==> run_1/cell_classes.png <==
The bar under the picture is 20 um long.
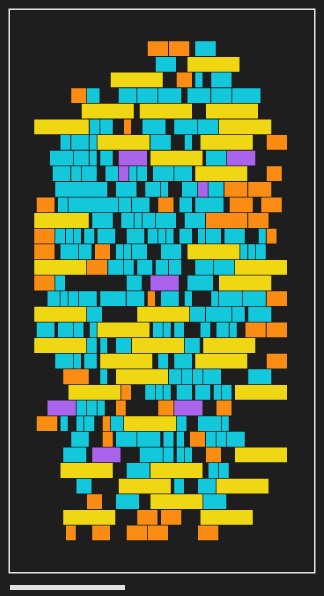
==> run_1/final_congestion.png <==
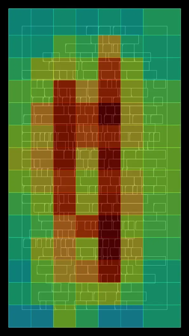
==> run_1/metal_stack.png <==
The bar under the picture is 20 um long. Only two layers are drawn.
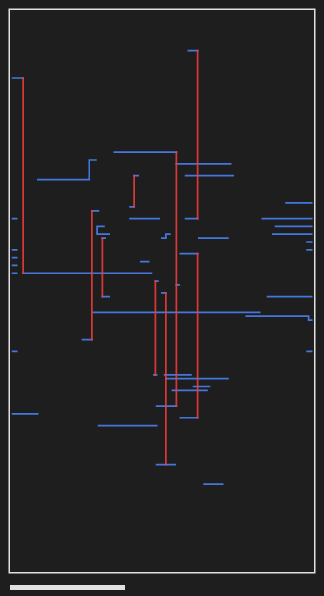
==> run_1/gate_families.png <==
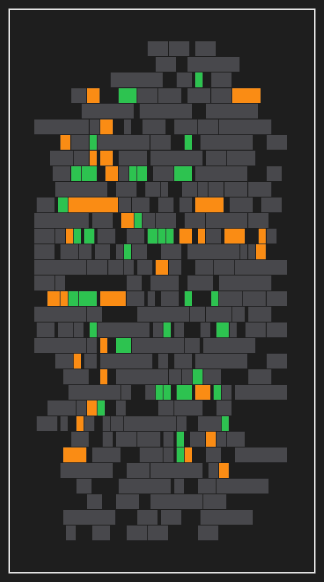
<file path="config.mk">
export PLATFORM = sky130hd
export DESIGN_NAME = rf_frame_sequencer
export DESIGN_NICKNAME = d
export VERILOG_FILES = /design/src/rtl/rf_codec_pkg.sv /design/src/rtl/rf_tx_shifter.sv /design/src/rtl/rf_frame_sequencer.sv
export SDC_FILE = /design/constraint.sdc
export NUM_CORES = 1
export LEC_CHECK = 0
export ABC_CLOCK_PERIOD_IN_PS = 2500
export CORE_ASPECT_RATIO = 2
export CORE_MARGIN = 4
export CORE_UTILIZATION = 52
export CTS_BUF_LIST = sky130_fd_sc_hd__clkbuf_2 sky130_fd_sc_hd__clkbuf_4 sky130_fd_sc_hd__clkbuf_8
export DETAILED_ROUTE_END_ITERATION = 10
export GPL_TIMING_DRIVEN = 0
export MAX_ROUTING_LAYER = met4
export PLACE_DENSITY = 0.87
export SYNTH_ARGS = -nofsm -noshare
export SYNTH_HDL_FRONTEND = slang
export SYNTH_SLANG_ARGS = --single-unit
</file>
<file path="constraint.sdc">
create_clock -name clk2x -period 2.5 [get_ports clk2x]
set_clock_uncertainty 0.2 [all_clocks]
set_input_delay 0.5 -clock clk2x [delete_from_list [all_inputs] [get_ports clk2x]]
set_output_delay 0.5 -clock clk2x [all_outputs]
set_load 0.02 [all_outputs]
</file>
<file path="src/rtl/rf_codec_pkg.sv">
// Shared definitions for the RF line-coding blocks: frame sequencer
// state encoding and the default preamble length and sync byte.
package rf_codec_pkg;

   localparam int         PREAMBLE_BITS_DEF = 16;
   localparam logic [7:0] SYNC_WORD_DEF     = 8'h2D;

   typedef enum logic [2:0] {
      ST_IDLE     = 3'd0,
      ST_PREAMBLE = 3'd1,
      ST_SYNC     = 3'd2,
      ST_LEN      = 3'd3,
      ST_PAYLOAD  = 3'd4
   } seq_state_t;

endpackage

</file>
<file path="src/rtl/rf_tx_shifter.sv">
// 8-bit load / shift-left register; the MSB is the bit currently on the line.
// Load has priority over shift.
module rf_tx_shifter (
   input  logic       clk2x,
   input  logic       rst_n,
   input  logic       load,
   input  logic       shift,
   input  logic [7:0] din,
   output logic       msb
);

   logic [7:0] sreg_reg;

   // Parallel load of a new field byte, otherwise move the next bit up to the MSB.
   always_ff @(posedge clk2x or negedge rst_n) begin
      if (!rst_n) begin
         sreg_reg <= '0;
      end else if (load) begin
         sreg_reg <= din;
      end else if (shift) begin
         sreg_reg <= {sreg_reg[6:0], 1'b0};
      end
   end

   assign msb = sreg_reg[7];

endmodule

</file>
<file path="src/rtl/rf_frame_sequencer.sv">
// Frame sequencer feeding a Manchester encoder: preamble, sync byte,
// length byte and payload bytes, each line bit held for two clk2x cycles.
module rf_frame_sequencer
   import rf_codec_pkg::*;
#(
   parameter int         PREAMBLE_BITS = PREAMBLE_BITS_DEF,
   parameter logic [7:0] SYNC_WORD     = SYNC_WORD_DEF
) (
   input  logic       clk2x,
   input  logic       rst_n,
   input  logic       start,
   input  logic [7:0] len,
   input  logic [7:0] data,
   input  logic       data_valid,
   output logic       data_ready,
   output logic       enc_din,
   output logic       enc_enable,
   output logic       busy,
   output logic       done,
   output logic       underrun
);

   localparam logic [6:0] PRE_LAST  = 7'(PREAMBLE_BITS - 1);
   localparam logic [6:0] BYTE_LAST = 7'd7;

   seq_state_t state_reg, state_next;
   logic       phase_reg, phase_next;
   logic [6:0] bit_cnt_reg, bit_cnt_next;
   logic [7:0] len_reg, len_next;
   logic [7:0] rem_reg, rem_next;
   logic       done_reg, done_next;

   logic       sh_load;
   logic       sh_shift;
   logic [7:0] sh_din;
   logic       sh_msb;
   logic       byte_end;

   rf_tx_shifter u_shifter (
      .clk2x (clk2x),
      .rst_n (rst_n),
      .load  (sh_load),
      .shift (sh_shift),
      .din   (sh_din),
      .msb   (sh_msb)
   );

   // State register and frame counters.
   always_ff @(posedge clk2x or negedge rst_n) begin
      if (!rst_n) begin
         state_reg   <= ST_IDLE;
         phase_reg   <= 1'b0;
         bit_cnt_reg <= '0;
         len_reg     <= '0;
         rem_reg     <= '0;
         done_reg    <= 1'b0;
      end else begin
         state_reg   <= state_next;
         phase_reg   <= phase_next;
         bit_cnt_reg <= bit_cnt_next;
         len_reg     <= len_next;
         rem_reg     <= rem_next;
         done_reg    <= done_next;
      end
   end

   // Phase-1 cycle of the last bit of an 8-bit field.
   assign byte_end = phase_reg && (bit_cnt_reg == BYTE_LAST);

   // Next-state, field sequencing, payload handshake and abort.
   always_comb begin
      state_next   = state_reg;
      phase_next   = 1'b0;
      bit_cnt_next = bit_cnt_reg;
      len_next     = len_reg;
      rem_next     = rem_reg;
      done_next    = 1'b0;
      sh_load      = 1'b0;
      sh_shift     = 1'b0;
      sh_din       = data;
      data_ready   = 1'b0;
      underrun     = 1'b0;

      case (state_reg)
         ST_IDLE: begin
            if (start) begin
               len_next     = len;
               bit_cnt_next = '0;
               state_next   = ST_PREAMBLE;
            end
         end
         ST_PREAMBLE: begin
            phase_next = ~phase_reg;
            if (phase_reg) begin
               if (bit_cnt_reg == PRE_LAST) begin
                  state_next   = ST_SYNC;
                  bit_cnt_next = '0;
                  sh_load      = 1'b1;
                  sh_din       = SYNC_WORD;
               end else begin
                  bit_cnt_next = bit_cnt_reg + 7'd1;
               end
            end
         end
         ST_SYNC: begin
            phase_next = ~phase_reg;
            if (byte_end) begin
               state_next   = ST_LEN;
               bit_cnt_next = '0;
               sh_load      = 1'b1;
               sh_din       = len_reg;
            end else if (phase_reg) begin
               sh_shift     = 1'b1;
               bit_cnt_next = bit_cnt_reg + 7'd1;
            end
         end
         ST_LEN, ST_PAYLOAD: begin
            phase_next = ~phase_reg;
            if (byte_end) begin
               bit_cnt_next = '0;
               // LEN ends the frame when len is zero; PAYLOAD when the last byte is out.
               if ((state_reg == ST_LEN) ? (len_reg == 8'd0) : (rem_reg == 8'd1)) begin
                  state_next = ST_IDLE;
                  done_next  = 1'b1;
               end else begin
                  data_ready = 1'b1;
                  if (data_valid) begin
                     sh_load    = 1'b1;
                     state_next = ST_PAYLOAD;
                     rem_next   = (state_reg == ST_LEN) ? len_reg : rem_reg - 8'd1;
                  end else begin
                     underrun   = 1'b1;
                     state_next = ST_IDLE;
                  end
               end
            end else if (phase_reg) begin
               sh_shift     = 1'b1;
               bit_cnt_next = bit_cnt_reg + 7'd1;
            end
         end
         default: begin
            state_next = ST_IDLE;
         end
      endcase
   end

   assign enc_enable = (state_reg != ST_IDLE);
   assign busy       = (state_reg != ST_IDLE);
   assign done       = done_reg;
   // Preamble alternates 1,0,... from the bit index; fields come from the shifter.
   assign enc_din    = (state_reg == ST_PREAMBLE) ? ~bit_cnt_reg[0] :
                       (enc_enable ? sh_msb : 1'b0);

endmodule

</file>
==> run_results.csv, run 1 <==
group,metric,value,unit
logic_synthesis,yosys.area.top_type,"dfrtp_1",
timing,worst_pin_slew,807,ps
logic_synthesis,numSynthFlops,36,
die,fp.dieH,97.9,um
logic_synthesis,synth_cell_types,46,
detailed_routing,drc,0,
global_route,grt_max_degree,37,
finish,diodes,0,
flow_run,maxCapViolCount,0,
detailed_routing,via_per_inst,6.19,
logic_synthesis,yosysWarnings,0,
logic_synthesis,yosysSeqAreaShare,0.429,
critical_path,cpMostUsedCell,"or4_4",
clocking,clock-sinks,36,
finish,synthToLayoutAreaGrowth,25.0,%
timing,fmax,357,MHz
placed_design,place_inst,290,
die,die_area,0.00518,mm^2
logic_synthesis,xor_share,0,
timing,setup_slack,-301,ps
finish,drive_gt1_frac,0.206,
detailed_routing,antenna_left,0,
outcome,status,"complete, but fails checks",
finish,stdcell_count,303,
critical_path,cp-end-kind,"output pin",
detailed_routing,dr_wl_met3,230,um
timing,whs,93.6,ps
logic_synthesis,yosys_most_used_dff,"dfrtp_1",
placed_design,dp_hpwl,3700,um
global_route,grt_antenna_before_repair,0,
timing,finalCritPeriodShare,1.12,
placed_design,portBuffers,25,
logic_synthesis,async_flop_share,1.00,
logic_synthesis,top_cells_by_area,"dfrtp_1, mux2i_1, mux2_2",
die,pin_count,26,
critical_path,cp.required,1800,ps
global_route,grt_pass1_vias,1890,
outcome,violations,"negative setup slack",
clocking,tritoncts.num_buffers,5,
power_and_ir_drop,peakVddDrop,0.554,mV
logic_synthesis,synthTopLogicFamily,"simple AND/OR/NAND/NOR gates",
clocking,clockBufferDepth,2,
logic_synthesis,ys_sh_aoi,0.166,
global_route,grt_pass1_wl,8690,um
timing,rsz0062_at_grt,"yes",
critical_path,slowest_stage,"or4_4",
detailed_routing,dr.pass1.iters,4,
timing,finalCriticalPeriod,2800,ps
critical_path,critical_path.cell_chain,"or4_4 -> or4_4 -> nor2b_4 -> inv_2 -> nor2_1 -> buf_4",
timing,finalSetupViolations,4,
detailed_routing,drt_iter0_drc,40,
logic_synthesis,most_common_cell,"dfrtp_1",
detailed_routing,wl_met1,1930,um
timing,maxSlewViolCount,0,
logic_synthesis,syn_avg_cell_area,9.81,um^2
clocking,root_buffer,"clkbuf_8",
critical_path,cp.buffers_inverters,2,
critical_path,start_kind,"flip-flop",
worst_hold_path,hp-class,"in -> async",
logic_synthesis,synth-edff-count,0,
clocking,postCtsHoldBufs,0,
logic_synthesis,netlist_instances,214,
critical_path,crit_arrival,2100,ps
logic_synthesis,synthesis.area,0.00210,mm^2
logic_synthesis,ys_area,0.00210,mm^2
timing,max_slew_margin,0.462,
Notes on cell_classes.png above:
Key: cyan = all other logic [cells 164, share of their area 46%]; yellow = flip-flops [cells 36, share of their area 35%]; orange = other buffers and delay cells [cells 44, share of their area 15%]; purple = clock drivers and dummy loads [cells 8, share of their area 3.6%]
Rows: 32
Final Core Density: 0.676
core box area: 0.00388 mm^2
Final Cell Area: 0.00262 mm^2
flop share of the area: 0.344

Notes on final_congestion.png above:
WL/cell: 17.8 um
Top Usage Layer GRT: met2

Notes on metal_stack.png above:
Key: red = met4 [wire length 220 um]; blue = met3 [wire length 231 um]
routed vias: 1875
gr usage total: 0.233
total wire length: 5400 um

Notes on gate_families.png above:
Key: orange = NOR gates [cells 30]; green = NAND gates [cells 34]

## run 1: layer usage
metal	vias up	global-route usage
met5	-	-
met4	0	0.126
met3	21	0.0412
met2	64	0.397
met1	929	0.241
li1	861	-
## run 1: per-stage QoR
stage | utilization | TNS, ps | worst slack (ps) | area, um^2 | power (mW)
after floorplan | - | 0 | 17.7 | 2100 | 1.24
after global placement | 0.622 | -9470 | -427 | 2420 | 1.46
after detailed placement | 0.621 | -6520 | -466 | 2410 | 1.47
after CTS | 0.663 | -645 | -281 | 2570 | 1.92
after global routing | 0.676 | -1220 | -353 | 2620 | 2.05
final | 0.676 | -745 | -301 | 2620 | 1.94
## run 1: path summary, 6_finish.rpt
path                                       start                     to  slack, ps  cells after the start
setup / recovery                      rem_reg[6]             data_ready       -300                      6
min in group clk2x         u_shifter.sreg_reg[2]  u_shifter.sreg_reg[3]        320                      2
max in group asynchronous                  rst_n         bit_cnt_reg[0]       1440                      1
setup reg to reg                      rem_reg[6]  u_shifter.sreg_reg[2]        -80                      7
hold / removal                             rst_n             rem_reg[3]         90                      1
hold reg to reg            u_shifter.sreg_reg[2]  u_shifter.sreg_reg[3]        320                      2
## run 1: cell usage in the layout (no fill, tap or decap), types with 3 or more instances in the layout
cell             netlist  final
dfrtp_1               36     34
nand2_1               20     20
clkdlybuf4s50_1        0     19
o21ai_0               14     14
mux2i_1               14     14
mux2_2                11     11
nor2_1                12     10
buf_4                  1     10
a22o_1                 8      8
a21oi_1                7      7
nand3_1                7      7
clkbuf_8               0      6
inv_1                  6      5
nor3_1                 5      5
nor2b_1                6      5
a22oi_1                5      5
and3_1                 4      4
a21o_1                 4      4
clkbuf_1               9      3
clkbuf_2               0      3
nand3b_1               3      3
o211ai_1               3      3
buf_6                  2      3
nand4b_1               3      3
## run 1: report_power, final
part	total, mW	switching, mW	internal, mW
Sequential	0.897	0.176	0.721
Combinational	0.610	0.305	0.305
Clock	0.432	0.212	0.220
## run 1: layout make-up
type                       count  area [um^2]  share of cell area
tap                           51         63.8              0.0243
buffer                         9         56.3              0.0215
multi-input combinational    158         1160               0.441
timing repair buffer          35          329               0.125
sequential                    36          903               0.344
clock buffer                   6         82.6              0.0315
inverter                       6         22.5             0.00858
clock inverter                 2         10.0             0.00381
## run 1: what timing repair did
item / in CTS / in global routing
pin swaps: 1 / 0
hold endpoints to repair: 0 / 0
buffers inserted: 7 / 3
resized: 20 / 13
endpoints found under the setup margin: 27 / 23
## run 1: cell families after synthesis
family | count (synthesis)
buf+inv | 20
fa+ha+maj | 3
flops | 36
simple gates | 77
compound gates | 51
mux | 27
## Run 2: what changed since run 1
--- a/config.mk
+++ b/config.mk
@@ -5,15 +5,16 @@
 export SDC_FILE = /design/constraint.sdc
 export NUM_CORES = 1
 export LEC_CHECK = 0
-export ABC_CLOCK_PERIOD_IN_PS = 2500
+export ABC_CLOCK_PERIOD_IN_PS = 3600
 export CORE_ASPECT_RATIO = 2
 export CORE_MARGIN = 4
-export CORE_UTILIZATION = 52
+export CORE_UTILIZATION = 53
 export CTS_BUF_LIST = sky130_fd_sc_hd__clkbuf_2 sky130_fd_sc_hd__clkbuf_4 sky130_fd_sc_hd__clkbuf_8
 export DETAILED_ROUTE_END_ITERATION = 10
 export GPL_TIMING_DRIVEN = 0
 export MAX_ROUTING_LAYER = met4
-export PLACE_DENSITY = 0.87
+export PLACE_DENSITY = 0.85
 export SYNTH_ARGS = -nofsm -noshare
 export SYNTH_HDL_FRONTEND = slang
+export SYNTH_HIERARCHICAL = 1
 export SYNTH_SLANG_ARGS = --single-unit
==> constraint.sdc (replaced) <==
create_clock -name clk2x -period 3.6 [get_ports clk2x]
set_clock_uncertainty 0.2 [all_clocks]
set_input_delay 0.72 -clock clk2x [delete_from_list [all_inputs] [get_ports clk2x]]
set_output_delay 0.72 -clock clk2x [all_outputs]
set_load 0.02 [all_outputs]
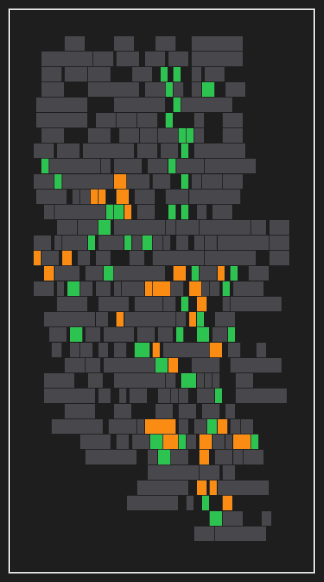
(run_2/gate_families.png)
Key: green = NAND gates [cells 43]; orange = NOR gates [cells 28]
Comb/total area: 0.465
final std cells w/o fill: 316
Commonest Layout Cell: dfrtp_1

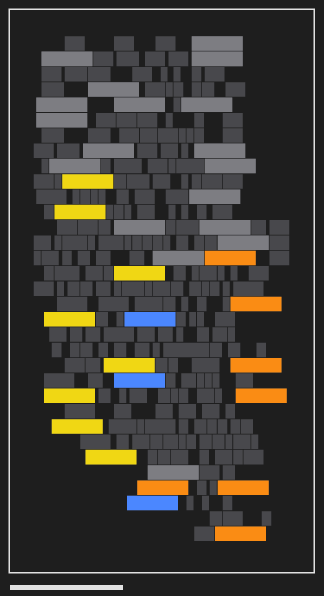
(run_2/registers.png)
The bar under the picture is 20 um long. Other sequential cells in the stronger grey, the rest of the logic in the fainter grey.
Key: blue = state_reg [flops 3]; yellow = rem_reg [flops 8]; orange = bit_cnt_reg [flops 7]
Final Core Density: 0.644
total area of sequential cells: 901 um^2

==> run_results.csv, run 2 <==
group,metric,value,unit
clocking,cts_setup_buffers,0,
detailed_routing,dr.pass1.iters,5,
power_and_ir_drop,peakVddDrop,0.469,mV
die,rows,33,
die,coreArea,0.00409,mm^2
global_route,grt_usage,0.233,
global_route,grt_max_degree,37,
worst_hold_path,hp-class,"in -> async",
critical_path,cp-end-kind,"output pin",
timing,worst_pin_slew,1060,ps
finish,drive_gt1_frac,0.152,
timing,max_slew_margin,0.295,
outcome,status,"finished clean",
detailed_routing,vias,1891,
detailed_routing,drt_iter0_drc,43,
logic_synthesis,top_cells_by_area,"dfrtp_1, mux2i_1, mux2_4",
timing,fin_setup_tns,0,ps
critical_path,cp-startpoint,"bit_cnt_reg[0]",
clocking,root_buffer,"clkbuf_8",
timing,finalCriticalPeriod,3380,ps
logic_synthesis,yosys_most_used_dff,"dfrtp_1",
timing,whs,295,ps
detailed_routing,drc,0,
clocking,clockBufferDepth,2,
logic_synthesis,yosysTopAreaCellShare,0.403,
logic_synthesis,netlist_instances,231,
critical_path,start_kind,"flip-flop",
logic_synthesis,synth-edff-count,0,
global_route,grt_pass1_vias,1978,
detailed_routing,wl,5090,um
global_route,grt_antenna_before_repair,0,
critical_path,r2r_start,"bit_cnt_reg[0]",
critical_path,ff2ff_setup_slack,580,ps
logic_synthesis,synthesis.area,0.00223,mm^2
finish,most-common-layout-cells,"dfrtp_1, nand2_1, clkdlybuf4s50_1, mux2i_1, nor2_1",
logic_synthesis,yosysWarnings,6,
detailed_routing,antenna_left,0,
detailed_routing,via_per_inst,5.98,
die,pin_count,26,
timing,fmax,296,MHz
logic_synthesis,yosys.area.top_type,"dfrtp_1",
critical_path,crit_arrival,2460,ps
clocking,clock-sinks,36,
timing,rsz0062_at_grt,"no",
timing,finalSetupViolations,0,
logic_synthesis,synth_cell_types,48,
flow_run,maxCapViolCount,0,
logic_synthesis,yosysSeqAreaShare,0.403,
finish,diodes,0,
timing,maxSlewViolCount,0,
logic_synthesis,ys_area,0.00223,mm^2
die,die_area,0.00538,mm^2
detailed_routing,avgRoutedWirePerCell,16.1,um
logic_synthesis,most_common_cell,"dfrtp_1",
finish,synthToLayoutAreaGrowth,17.8,%
placed_design,dp_hpwl,3910,um
logic_synthesis,numSynthFlops,36,
placed_design,pre_cts_ws,210,ps
global_route,grt_pass1_wl,9130,um
## run 2: cell count changes in the layout (fill, tap and decap cells not counted), moves of 4 or more
cell and change:
buf_4 -9, o21ai_1 +9, nand2_1 +8, a31oi_1 +7
mux2_4 +7, nand2b_1 +7, a22oi_1 -5, o21ai_0 -5
a21o_1 -4, or4_1 +4
## run 2: kinds of logic after synthesis
kind of cell / after synthesis / synth area share
AND/OR/NAND/NOR: 92 / 0.230
XOR/XNOR: 1 / 0.00392
flip-flops: 36 / 0.403
AND-OR/OR-AND: 47 / 0.135
buffers and inverters: 22 / 0.0504
multiplexers: 30 / 0.160
adder cells (fa/ha/maj): 3 / 0.0168
## run 2: worst paths after layout
kind,to,cells past startpoint
max,underrun,6
min,bit_cnt_reg[5],1
max reg2reg,u_shifter/sreg_reg[0],8
min reg2reg,bit_cnt_reg[1],2
max in group asynchronous,len_reg[7],1
min in group clk2x,bit_cnt_reg[1],2
## run 2: area by class of cell
class	instances	area [um^2]	share of cell area
clock buffer	5	68.8	0.0262
sequential	36	901	0.342
multi-input combinational	173	1220	0.465
inverter	8	30.0	0.0114
tap	52	65.1	0.0247
clock inverter	3	18.8	0.00713
buffer	14	82.6	0.0314
timing repair buffer	25	243	0.0922
## run 2: critical path, cell delays in order (launching register included)
cell and delay (ps):
dfrtp_1 420, ha_2 270, or4b_1 460, buf_2 180, a211o_1 340, nor3_1 140
dlygate4sd2_1 360
## run 2: where the power goes
group	switching [mW]	internal, mW	total, mW
sequential	0.117	0.526	0.643
combinational	0.331	0.293	0.623
clock	0.158	0.135	0.293
total	0.605	0.954	1.56
## run 2: through the flow
stage | area [um^2] | total power [mW] | std cells | util
final | 2630 | 1.56 | 316 | 0.644
after global routing | 2630 | 1.69 | 316 | 0.644
after CTS | 2630 | 1.56 | 316 | 0.644
after detailed placement | 2540 | 1.27 | 308 | 0.622
after global placement | 2550 | 1.24 | 308 | 0.624
after floorplan | 2230 | 1.08 | 231 | -
## run 2: layer usage
| metal | wire length, um | up-vias | global-route usage |
|---|---|---|---|
| met5 | 0 | - | - |
| met4 | 231 | 0 | 0.126 |
| met3 | 165 | 21 | 0.0312 |
| met2 | 2790 | 66 | 0.390 |
| met1 | 1890 | 892 | 0.255 |
| li1 | - | 912 | - |
## Run 3: what changed since run 2
--- a/config.mk
+++ b/config.mk
@@ -8,12 +8,12 @@
 export ABC_CLOCK_PERIOD_IN_PS = 3600
 export CORE_ASPECT_RATIO = 2
 export CORE_MARGIN = 4
-export CORE_UTILIZATION = 53
+export CORE_UTILIZATION = 55
 export CTS_BUF_LIST = sky130_fd_sc_hd__clkbuf_2 sky130_fd_sc_hd__clkbuf_4 sky130_fd_sc_hd__clkbuf_8
 export DETAILED_ROUTE_END_ITERATION = 10
 export GPL_TIMING_DRIVEN = 0
 export MAX_ROUTING_LAYER = met4
-export PLACE_DENSITY = 0.85
+export PLACE_DENSITY = 0.88
 export SYNTH_ARGS = -nofsm -noshare
 export SYNTH_HDL_FRONTEND = slang
 export SYNTH_HIERARCHICAL = 1
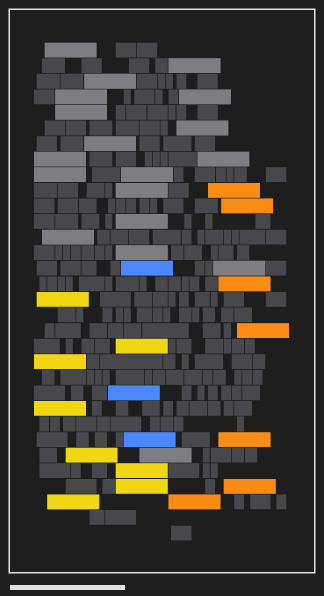
(run_3/registers.png)
The bar under the picture is 20 um long. Other sequential cells in the stronger grey, the rest of the logic in the fainter grey.
Key: orange = bit_cnt_reg [flops 7]; blue = state_reg [flops 3]; yellow = rem_reg [flops 8, where bottom left]
Final Core Density: 0.688
Sequential Power: 652 uW
flop share of the area: 0.337

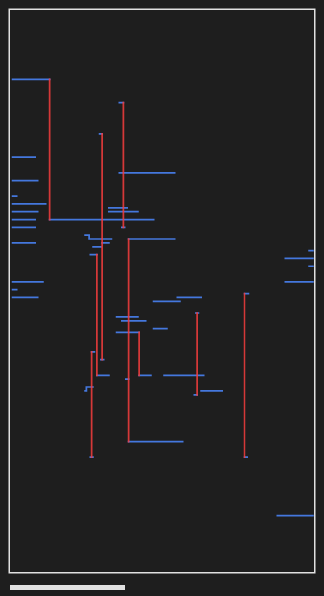
(run_3/metal_stack.png)
The bar under the picture is 20 um long. Only two layers are drawn.
Key: red = met4 [wire length 211 um]; blue = met3 [wire length 170 um]
routed vias: 1933
gr usage total: 0.230
WL/cell: 16.4 um
total wire length: 5180 um

==> run_results.csv, run 3 <==
group,metric,value,unit
outcome,status,"finished clean",
timing,max_slew_margin,0.272,
finish,most-common-layout-cells,"dfrtp_1, nand2_1, clkdlybuf4s50_1, mux2i_1, nor2_1",
logic_synthesis,common_cells,"dfrtp_1, nand2_1, mux2i_1, nor2_1",
critical_path,cp-end-kind,"output pin",
clocking,tritoncts.num_buffers,5,
logic_synthesis,yosysSeqAreaShare,0.403,
power_and_ir_drop,peakVddDrop,0.486,mV
logic_synthesis,synthTopLogicFamily,"simple AND/OR/NAND/NOR gates",
die,die_x,53.1,um
logic_synthesis,adder_share,0.0168,
die,fp.dieH,98.1,um
global_route,grt_max_degree,37,
die,coreArea,0.00388,mm^2
flow_run,warning_count,27,
finish,diodes,0,
finish,drive_gt1_frac,0.148,
logic_synthesis,synthesis.area,0.00223,mm^2
clocking,ctsResizeCount,1,
timing,setup_slack,254,ps
timing,rsz0062_at_grt,"no",
logic_synthesis,syn_avg_cell_area,9.67,um^2
timing,maxSlewViolCount,0,
critical_path,cp.required,2680,ps
global_route,grt_pass1_vias,1910,
logic_synthesis,muxShareOfSynthArea,0.160,
detailed_routing,antenna_left,0,
timing,fin_setup_tns,0,ps
finish,synthToLayoutAreaGrowth,19.6,%
timing,finalHoldViolations,0,
logic_synthesis,most_common_cell,"dfrtp_1",
placed_design,routabilityCongestion,0.938,
logic_synthesis,yosysTopAreaCellShare,0.403,
clocking,postCtsHoldBufs,0,
logic_synthesis,top_cells_by_area,"dfrtp_1, mux2i_1, mux2_4",
logic_synthesis,synth_cell_types,48,
placed_design,pre_cts_ws,220,ps
critical_path,path_class,"reg -> out",
timing,finalCritPeriodShare,0.929,
die,fp-utilization,0.575,
logic_synthesis,ys_area,0.00223,mm^2
timing,whs,318,ps
power_and_ir_drop,p_leak,1.18,nW
timing,worst_pin_slew,1090,ps
timing,finalSetupViolations,0,
die,rows,32,
die,die_area,0.00521,mm^2
finish,mostFrequentLayoutCell,"dfrtp_1",
logic_synthesis,netlist_instances,231,
logic_synthesis,yosys.area.top_type,"dfrtp_1",
die,pin_count,26,
detailed_routing,dr.pass1.iters,4,
logic_synthesis,synth-edff-count,0,
timing,fmax,299,MHz
detailed_routing,drt_iter0_drc,58,
logic_synthesis,async_flop_share,1.00,
critical_path,reg2reg_depth,8,
detailed_routing,drc,0,
logic_synthesis,ys_sh_aoi,0.135,
critical_path,crit_arrival,2430,ps
logic_synthesis,numSynthFlops,36,
clocking,clockBufferDepth,2,
global_route,grt_antenna_before_repair,0,
power_and_ir_drop,power.density,623,mW/mm^2
clocking,cts_setup_buffers,0,
worst_hold_path,hp-class,"in -> async",
clocking,clock-sinks,36,
global_route,grt_pass1_wl,8770,um
clocking,cts_tree,"done",
critical_path,worstPathMaxFanout,8,
critical_path,slowest_stage,"or4b_1",
critical_path,critical_path.cell_chain,"ha_1 -> or4b_1 -> buf_2 -> a211o_1 -> nor3_1 -> dlygate4sd2_1",
logic_synthesis,ys_cells,231,
logic_synthesis,simple_gate_share,0.230,
flow_run,maxCapViolCount,0,
logic_synthesis,yosys_most_used_dff,"dfrtp_1",
clocking,htree_levels,2,
finish,nets,286,
logic_synthesis,xor_share,0.00392,
clocking,root_buffer,"clkbuf_8",
critical_path,max_stage_delay,440,ps
placed_design,dp_hpwl,3840,um
timing,finalCriticalPeriod,3350,ps
logic_synthesis,yosysWarnings,6,
clocking,clk_pin_slew,80,ps
clocking,worstSkewPairLatency,290,ps
detailed_routing,via_per_inst,6.14,
critical_path,start_kind,"flip-flop",
## run 3: cell families (layout without fill, tap and decap cells)
| group | after synthesis | in the layout |
|---|---|---|
| AND/OR/NAND/NOR | 92 | 92 |
| AND-OR/OR-AND | 47 | 47 |
| flip-flops | 36 | 36 |
| multiplexers | 30 | 30 |
| buffers and inverters | 22 | 55 |
| adder cells (fa/ha/maj) | 3 | 3 |
| XOR/XNOR | 1 | 1 |
## run 3: final cells by class
cell class                 instances  area, um^2
fill                             309        1210
sequential                        36         901
inverter                           8        30.0
tap                               51        63.8
buffer                            14        82.6
timing repair buffer              25         246
clock inverter                     1        30.0
multi-input combinational        173        1220
clock buffer                       7        96.3
## run 3: per-stage QoR
stage               std cells  cell area, um^2   util  total power, mW
finish                    315             2670  0.688             1.66
global route              315             2670  0.688             1.78
CTS                       315             2670  0.687             1.66
detailed placement        307             2540  0.655             1.27
global placement          307             2550  0.656             1.25
floorplan                 231             2230      -             1.08
## run 3: worst paths after layout
path / end / slack (ps) / start
setup reg to reg: u_shifter/sreg_reg[4] / 550 / bit_cnt_reg[0]
hold reg to reg: bit_cnt_reg[1] / 320 / bit_cnt_reg[1]
hold / removal: bit_cnt_reg[5] / 320 / rst_n
setup / recovery: underrun / 250 / bit_cnt_reg[0]
min in group clk2x: bit_cnt_reg[1] / 320 / bit_cnt_reg[1]
max in group asynchronous: u_shifter/sreg_reg[2] / 2350 / rst_n
## run 3: worst max-delay path: cells and delay by family (launching register included)
family / cells / cell delay [ps]
flip-flops: 1 / 410
adder cells (fa/ha/maj): 1 / 280
AND-OR/OR-AND: 1 / 330
AND/OR/NAND/NOR: 2 / 580
buffers and inverters: 2 / 540
## run 3: metal layers
metal  wire (um)  share of wire  GRT usage  vias to the layer above
met5           0              0          -                        -
met4         210          0.041      0.114                        0
met3         170          0.033     0.0351                       20
met2        2860           0.55      0.393                       62
met1        1940           0.37      0.247                      939
li1            -              -          -                      912
## run 3: where the power goes
part | leakage, nW | internal [mW] | switching, mW
Sequential | 0.456 | 0.527 | 0.125
Clock | 0.0645 | 0.244 | 0.149
Combinational | 0.660 | 0.291 | 0.327
Power is estimated from default activity; no workload was simulated.
